<file path="src/rtl/hdlc_rx_deframer.sv">
// HDLC receive deframer: flag hunt, abort detect, zero-bit destuffing and
// LSB-first byte assembly, with registered frame-status pulses.
module hdlc_rx_deframer (
  input  logic       Clk,
  input  logic       Rst,
  input  logic       Rx,
  output logic       Rx_FlagDetect,
  output logic       Rx_AbortDetect,
  output logic       Rx_ValidFrame,
  output logic       Rx_NewByte,
  output logic [7:0] Rx_Data,
  output logic       Rx_EoF,
  output logic       Rx_FrameError
);

  typedef enum logic {HUNT, FRAME} state_t;

  state_t     state;
  logic [7:0] sr;
  logic [3:0] fill;
  logic [2:0] onesCnt;
  logic [2:0] bitCnt;
  logic [7:0] byteReg;
  logic       byteDone;
  logic       bytesSeen;

  logic flagHit, abortHit, cand, exitBit, stuffed, dataBit;

  // Patterns only count once the window holds 8 real line bits, so the
  // cleared window after reset cannot fake a leading zero.
  always_comb begin
    flagHit  = (fill == 4'd8) && (sr == 8'h7E);
    abortHit = (fill == 4'd8) && (sr == 8'h7F);
    exitBit  = sr[7];
    // The bit leaving on a flag/abort decode edge is that pattern's leading 0.
    cand     = (state == FRAME) && (fill == 4'd8) && !flagHit && !abortHit;
    stuffed  = cand && !exitBit && (onesCnt == 3'd5);
    dataBit  = cand && !stuffed;
  end

  always_ff @(posedge Clk or negedge Rst) begin
    if (!Rst) begin
      state          <= HUNT;
      sr             <= 8'h00;
      fill           <= 4'd0;
      onesCnt        <= 3'd0;
      bitCnt         <= 3'd0;
      byteReg        <= 8'h00;
      byteDone       <= 1'b0;
      bytesSeen      <= 1'b0;
      Rx_FlagDetect  <= 1'b0;
      Rx_AbortDetect <= 1'b0;
      Rx_ValidFrame  <= 1'b0;
      Rx_NewByte     <= 1'b0;
      Rx_Data        <= 8'h00;
      Rx_EoF         <= 1'b0;
      Rx_FrameError  <= 1'b0;
    end else begin
      sr <= {sr[6:0], Rx};
      if (fill != 4'd8) fill <= fill + 4'd1;

      Rx_FlagDetect  <= flagHit;
      Rx_AbortDetect <= abortHit;
      Rx_EoF         <= 1'b0;
      Rx_FrameError  <= 1'b0;
      Rx_NewByte     <= byteDone;
      if (byteDone) Rx_Data <= byteReg;
      byteDone <= 1'b0;

      if (stuffed) begin
        onesCnt <= 3'd0;
      end else if (dataBit) begin
        if (!exitBit)               onesCnt <= 3'd0;
        else if (onesCnt != 3'd5)   onesCnt <= onesCnt + 3'd1;
        byteReg <= {exitBit, byteReg[7:1]};
        bitCnt  <= bitCnt + 3'd1;
        if (bitCnt == 3'd7) begin
          byteDone  <= 1'b1;
          bytesSeen <= 1'b1;
        end
      end

      // fill restarts at 1: the bit shifted in on this edge already follows the flag.
      case (state)
        HUNT: begin
          if (flagHit) begin
            state         <= FRAME;
            Rx_ValidFrame <= 1'b1;
            fill          <= 4'd1;
            onesCnt       <= 3'd0;
            bitCnt        <= 3'd0;
            bytesSeen     <= 1'b0;
          end
        end
        FRAME: begin
          if (flagHit) begin
            if ((bitCnt != 3'd0) || bytesSeen) begin
              Rx_EoF        <= 1'b1;
              Rx_FrameError <= (bitCnt != 3'd0);
            end
            fill      <= 4'd1;
            onesCnt   <= 3'd0;
            bitCnt    <= 3'd0;
            bytesSeen <= 1'b0;
          end else if (abortHit) begin
            state         <= HUNT;
            Rx_ValidFrame <= 1'b0;
            onesCnt       <= 3'd0;
            bitCnt        <= 3'd0;
            bytesSeen     <= 1'b0;
          end
        end
        default: state <= HUNT;
      endcase
    end
  end

endmodule
</file>
<file path="config.mk">
export PLATFORM = sky130hd
export DESIGN_NAME = hdlc_rx_deframer
export DESIGN_NICKNAME = d
export VERILOG_FILES = /design/src/rtl/hdlc_rx_deframer.sv
export SDC_FILE = /design/constraint.sdc
export NUM_CORES = 1
export LEC_CHECK = 0
export CAP_MARGIN = 10
export CORE_AREA = 10 10 83 85
export CTS_BUF_LIST = sky130_fd_sc_hd__clkbuf_4 sky130_fd_sc_hd__clkbuf_8 sky130_fd_sc_hd__clkbuf_16
export CTS_CLUSTER_DIAMETER = 200
export DETAILED_ROUTE_END_ITERATION = 16
export DIE_AREA = 0 0 93 95
export PLACE_DENSITY = 0.59
export REMOVE_ABC_BUFFERS = 1
export SYNTH_ARGS = -nofsm -noshare
export SYNTH_HDL_FRONTEND = slang
export SYNTH_SLANG_ARGS = --single-unit
</file>
<file path="constraint.sdc">
create_clock -name Clk -period 2 [get_ports Clk]
set_input_delay 0.2 -clock Clk [delete_from_list [all_inputs] [get_ports Clk]]
set_output_delay 0.2 -clock Clk [all_outputs]
set_load 0.05 [all_outputs]
</file>
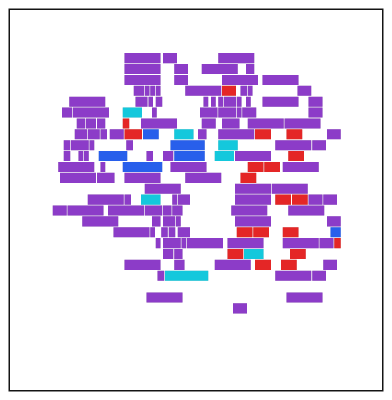
Fig. 1. Cell sizes after repair.
(4 px per um)
[cyan] _6 and larger | cells: 7 | share: 4.5% | most used: clkbuf_8
[purple] _0 and _1 cells | cells: 122 | share: 79% | most used: dfrtp_1
[red] _2 cells | cells: 19 | share: 12% | most used: mux2_2
[blue] _3 and _4 cells | cells: 6 | share: 3.9%

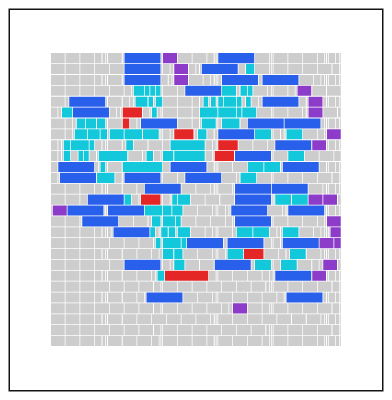
Fig. 2. Placement by cell class.
(4 px per um) Fill, decap, tap and diode cells in gray.
[cyan] combinational and other logic | cells: 85
[blue] sequential cells | cells: 43
[purple] remaining buffers and delay cells | cells: 18
[red] clock drivers and dummy loads | cells: 8

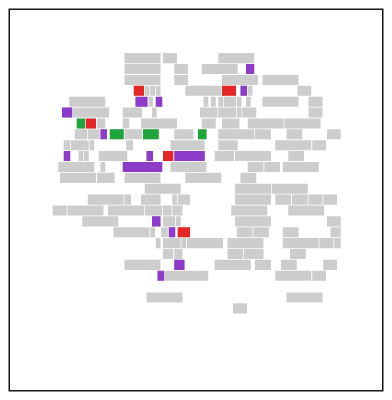
Fig. 3. Selected gate families.
(4 px per um)
[red] non-inverting ao/oa cells | cells: 5
[purple] aoi and oai cells | cells: 14
[green] and/or cells | cells: 4

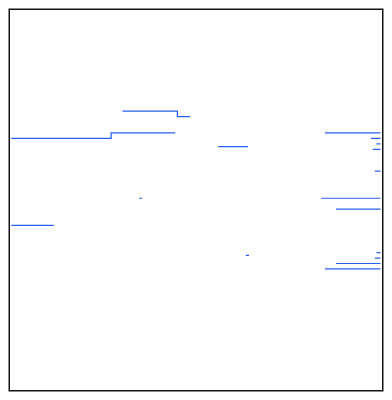
Fig. 4. Signal wires on met3.
(4 px per um)
wire length on this layer: 149 um
nets with wire on the layer: 14
main direction: horizontal
longest straight run: 24.8 um
share of all routed wire: 5.0%

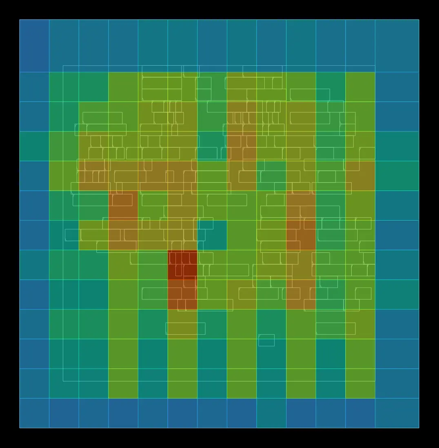
Fig. 5. Congestion heat map.
wire per inst: 13.2 um
met3 usage: 2.62%

==> flow_summary.toml <==
# synthesis and place-and-route metrics
[setup_path]
r2r-end = "bytesSeen$_DFF_PN0_"
crit_type = "flip-flop to flip-flop"
reg2reg_slack_ns = 0.22
cp_data_required_time_ns = 2.19
critPathLaunch = "fill[1]$_DFFE_PN0P_"
r2r_cells = 5
cp_max_fo = 8
r2r-start = "fill[1]$_DFFE_PN0P_"
cp_data_arrival_time_ns = 1.97

[power_and_ir_drop]
power_switching_mw = 0.504
comb_power_share_pct = 14.3
leakage_nw = 1.06
internal_power_mw = 1.49
sw_frac_of_total_pct = 25.3
pwr-share-seq_pct = 51.2
cellPowerDensity_nw_per_um2 = 921

[status]
status = "finished, final reports clean"

[synthesis]
yosys.area_share.aoi_pct = 9.05
synthMuxAreaShare_pct = 10.6
ys_chip_area_um2 = 1780
area_leaders = "dfrtp_1 60%, mux2_2 9.5%, ha_1 4.9%, inv_1 1.9%, a2111oi_4 1.5%"
ys_warn_count = 0
synth.top_cell.area_share_pct = 60.3
syn_area_um2 = 1780
synth.cellmix.simpleShare_pct = 11.6
synth-edff-count = 0

[run]
maxCapViolations = 0
warnings = 28

[sta]
min_period_ns = 1.78
skew_ns = 0.00372
worst_pin_slew_ns = 0.528
clock.fmax_ghz = 0.562
tns_ns = 0
relSlewSlack_pct = 64.8

[grt]
gr-usage-all-layers_pct = 7.14
grt_pass1_vias = 1120
antenna_found_initial = 0

[floorplan]
coreArea_um2 = 5340
die_w_um = 93
fp-row-count = 27

[clocking]
cts_tree = "built"
clock_tree.buffer_depth = 2
numClockSinks = 43
cts_buffers = 5
path_clk_slew_ns = 0.08

[placed_design]
post-place-ws_ns = 0.215
dp.cells = 217
hpwlAfterDp_um = 2280

[cells_and_area]
final_common_cell = "dfrtp_1"
diodes = 0
layout_top_cells = "43 x dfrtp_1, 15 x mux2_2, 15 x clkdlybuf4s50_1, 9 x inv_1"

[routing]
drt_iter0_markers = 32
drt_wl_total_um = 2990

[hold_path]
hold-path-cell-count = 1
[metrics by stage]
step | hold WS [ns] | instance area (um2) | power (mW) | util, %
2_1_floorplan | -0.0956 | 1780 | 1.24 | -
3_3_place_gp | 0.287 | 2030 | 1.29 | 38.1
3_5_place_dp | 0.306 | 2030 | 1.32 | 38.1
4_1_cts | 0.329 | 2160 | 2.02 | 40.5
5_1_grt | 0.332 | 2160 | 2.10 | 40.5
6_report | 0.341 | 2160 | 1.99 | 40.5
[critical path, cell delays in order, from the launching register on]
cell and delay (ns):
dfrtp_1 0.40, inv_1 0.10, ha_1 0.24, nand3b_4 0.15, a2111oi_4 0.56, o21ba_2 0.23
[final cells by class]
cell class,instances,area [um2]
inverter,9,33.8
clock buffer,6,82.6
fill,514,3180
clock inverter,2,35.0
tap,72,90.1
multi-input combinational,76,671
timing repair buffer,18,173
sequential,43,1080
[sequential cells by signal, summed over array words and instances (netlist names), 3 cells and up]
signal,count
Rx_Data,8
bitCnt,3
byteReg,8
fill,4
onesCnt,3
sr,8
[layer usage]
metal | track usage, % | wire (um) | vias up
met5 | 0 | 0 | -
met4 | 3.60 | 48 | 0
met1 | 7.46 | 1260 | 531
met3 | 2.62 | 148 | 4
li1 | - | - | 504
met2 | 12.4 | 1530 | 18
[what timing repair did]
item,4_1_cts,5_1_grt
hold endpoints to repair,43,0
hold buffers,1,0
setup buffers,0,0
resized,0,0
[worst min path at each step]
stage	end
2_1_floorplan	Rx_AbortDetect$_DFF_PN0_
3_3_place_gp	Rx_Data[6]$_DFFE_PN0P_
3_5_place_dp	Rx_Data[4]$_DFFE_PN0P_
4_1_cts	sr[0]$_DFF_PN0_
5_1_grt	sr[0]$_DFF_PN0_
6_report	sr[0]$_DFF_PN0_
[cell families after synthesis]
group,Yosys count
xor+xnor,3
buf+inv,10
compound gates,19
simple gates,30
flops,43
mux,17
fa+ha+maj,7
[Yosys cell counts (2+ instances only)]
cell / number
inv_1: 9
nand3b_1: 2
dfrtp_1: 43
nand4b_1: 2
mux2i_1: 2
nand2_1: 7
a31oi_1: 2
xnor2_1: 2
nor2_1: 5
a21oi_1: 5
nand4_1: 2
nor3_1: 3
ha_1: 7
mux2_2: 15
a21o_1: 2
o21ai_0: 2
[power by group through the flow]
stage / Combinational [mW] / Sequential, mW / Clock [mW]
2_1_floorplan: 0.220 / 1.02 / 0
3_3_place_gp: 0.264 / 1.03 / 0
3_5_place_dp: 0.286 / 1.04 / 0
4_1_cts: 0.288 / 1.02 / 0.716
5_1_grt: 0.323 / 1.03 / 0.752
6_report: 0.285 / 1.02 / 0.687
Power and IR drop assume default switching activity.
